### The metal 1 layer, run 1

The bar under the picture is 50 um long. Supply wires on this layer in grey.
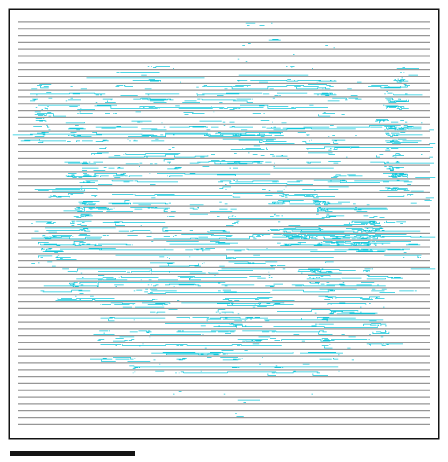
### M2 wires, run 1

Cells faint in the background.
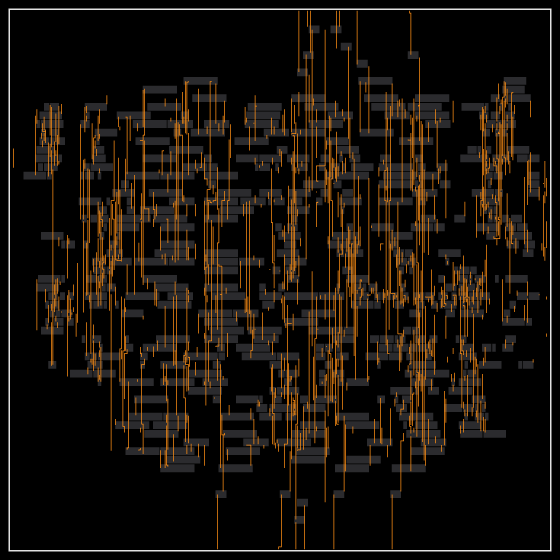
### Met3 routing, run 1

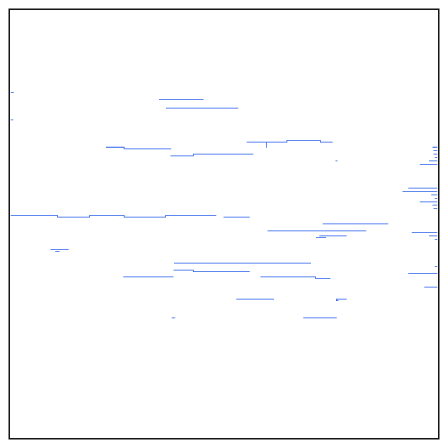
Design state_event_logger, sky130hd; sources not shown.
==> results.ini, run 1 <==
[clock_network]
numClockSinks=170
root_buffer=clkbuf_4
post-cts-setup-buffer-count=0

[global_routing]
met1_usage_pct=13.7
grt_pass1_vias=3890
antenna_found_initial=1

[job]
warnings=30

[cells_and_area]
nNonClkInverters=12
layout_top_cells=96 x edfxtp_1, 73 x dfxtp_1, 57 x nor2_1
logic_area_um2=2270
clock_buffer_count=17
fillers=2621
seq_share_pct=56.1
bufAreaShareNonClock_pct=4.95
drive_gt1_share_pct=14.2
stdcell_count=866

[power_and_ir_drop]
pwr-share-comb_pct=24.0
p_leak_nw=2.62
maxPowerGroup=sequential cells

[logic_synthesis]
synth_area_leader_cell=edfxtp_1
syn_avg_cell_area_um2=14.1

[route]
wl_met2_um=7090
wl_met1_um=6720

[critical_path]
slowest_delay_ns=0.56
path_buffers=2

[placed_design]
placed_cell_area_um2=7480
globalplace.congestion=0.738
dpl.cell_count=833
place_ws_ns=1.26

[timing]
fin_ws_ns=1.15
final.period_utilization_pct=73.8
hold_ws_ns=0.486

[outcome]
outcome=finished, final reports clean

[floorplan]
die_y_um=171

Back to the opening pictures, 'The metal 1 layer':
nets with wire on the layer	512
wire length on this layer	6720 um
WL final: 14500 um
via count: 3803

Back to the opening pictures, 'M2 wires':
longest straight run	100 um
wire length on this layer	7090 um
nets with wire on the layer	472
share of all routed wire	49%
met2 usage: 17.1%

Back to the opening pictures, 'Met3 routing':
share of all routed wire	4.0%
main direction	horizontal
wire length on this layer	577 um
nets with wire on the layer	33
global routing met3 resource utilization: 2.84%

## Run 2: what changed since run 1
- PLACE_DENSITY: 0.41 -> 0.42
- clock period: 4.4 -> 2.6 ns (I/O delays scaled with it)
==> run 2 against run 1 <==
  * Synthesized cell count did not move
  * Critical endpoint is now fifo_level[1]
  * Sequential share of layout area fell by 0.51 points
  * Final cell count rose by 1.0%
  * Utilization rose by 0.29 points
  * Global-route usage fell by 0.13 points
  * Sequential power rose by 65%
  * Sequential cell count did not move
  * Synthesized area did not move
==> results.ini, run 2 <==
[logic_synthesis]
synth_area_leader_cell=edfxtp_1
ys_ff=170
edf_count=96

[power_and_ir_drop]
comb-power_mw=1.68
p_leak_nw=2.68  ; +2.1%
pwr-share-comb_pct=26.6  ; +2.6 points
maxPowerGroup=sequential cells

[clock_network]
post-cts-setup-buffer-count=1  ; +1
root_buffer=clkbuf_4
numClockSinks=170  ; unchanged

[cells_and_area]
bufAreaShareNonClock_pct=6.57  ; +1.6 points
logic_area_um2=2270  ; unchanged
drive_gt1_share_pct=16.5  ; +2.3 points
buffers=51
fillers=2608  ; -0.50%
layout_top_cells=96 x edfxtp_1, 71 x dfxtp_1, 57 x nor2_1
stdcell_count=875  ; +1.0%
clock_buffer_count=19  ; +2
largest_reg_flops=96
nNonClkInverters=12  ; unchanged

[global_routing]
grt_pass1_vias=4084  ; +5.0%
track_usage_pct=10.3
grt_use_met3_pct=3.03  ; +0.18 points
antenna_found_initial=0  ; -1

[placed_design]
port_buffers=33
place_ws_ns=0.125  ; -1.13 ns
dpl.cell_count=842  ; +1.1%
placed_cell_area_um2=7610  ; +1.7%

[floorplan]
tap_cells=335
die_y_um=171  ; unchanged
core_um2=26400

[critical_path]
ff2ff_path_depth=8
slowest_delay_ns=0.47  ; -0.09 ns
path_buffers=3  ; +1

[timing]
fin_ws_ns=0.183  ; -0.968 ns
rsz0062_at_grt=no
final.period_utilization_pct=93.0
hold_ws_ns=0.466  ; -0.0199 ns
hold_viol_final=0

[outcome]
outcome=finished, final reports clean

[job]
warnings=30  ; unchanged

[route]
wl_met1_um=6520  ; -2.9%
wl_met2_um=7100  ; +0.14%
drtPass1Iterations=4

[hold_path]
hold-path-cell-count=2

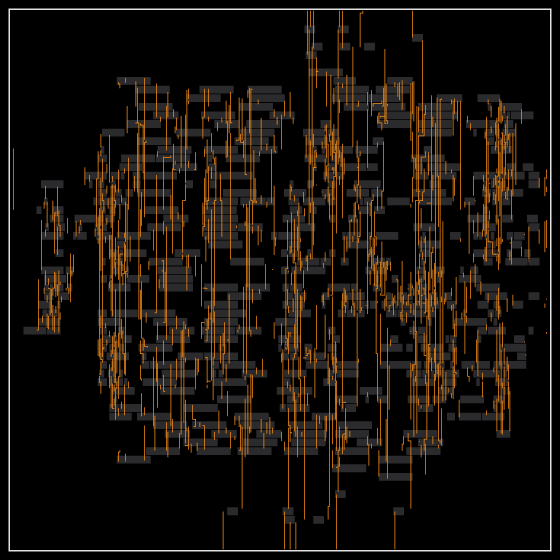
*M2 wires, run 2*
Cells faint in the background.
via count: 3908
WL final: 14300 um
met2 usage: 17.6%

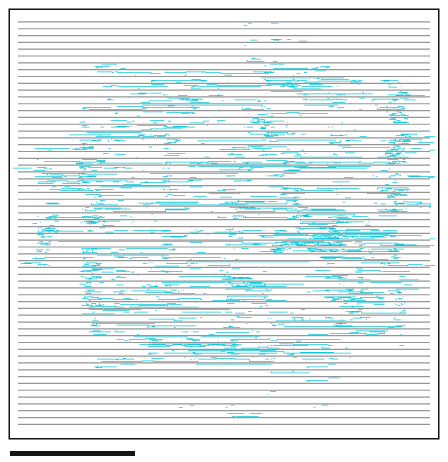
*The metal 1 layer, run 2*
The bar under the picture is 50 um long. Supply wires on this layer in grey.
met1 GRT Util: 12.6%

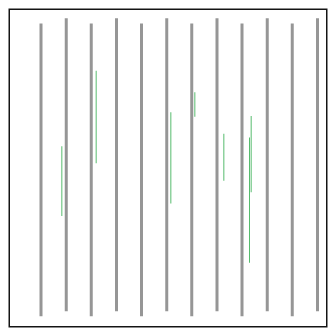
*The metal 4 layer, run 2*
Supply wires on this layer in grey.
longest straight run	67.3 um
nets with wire on the layer	7

Power and IR drop assume default switching activity.
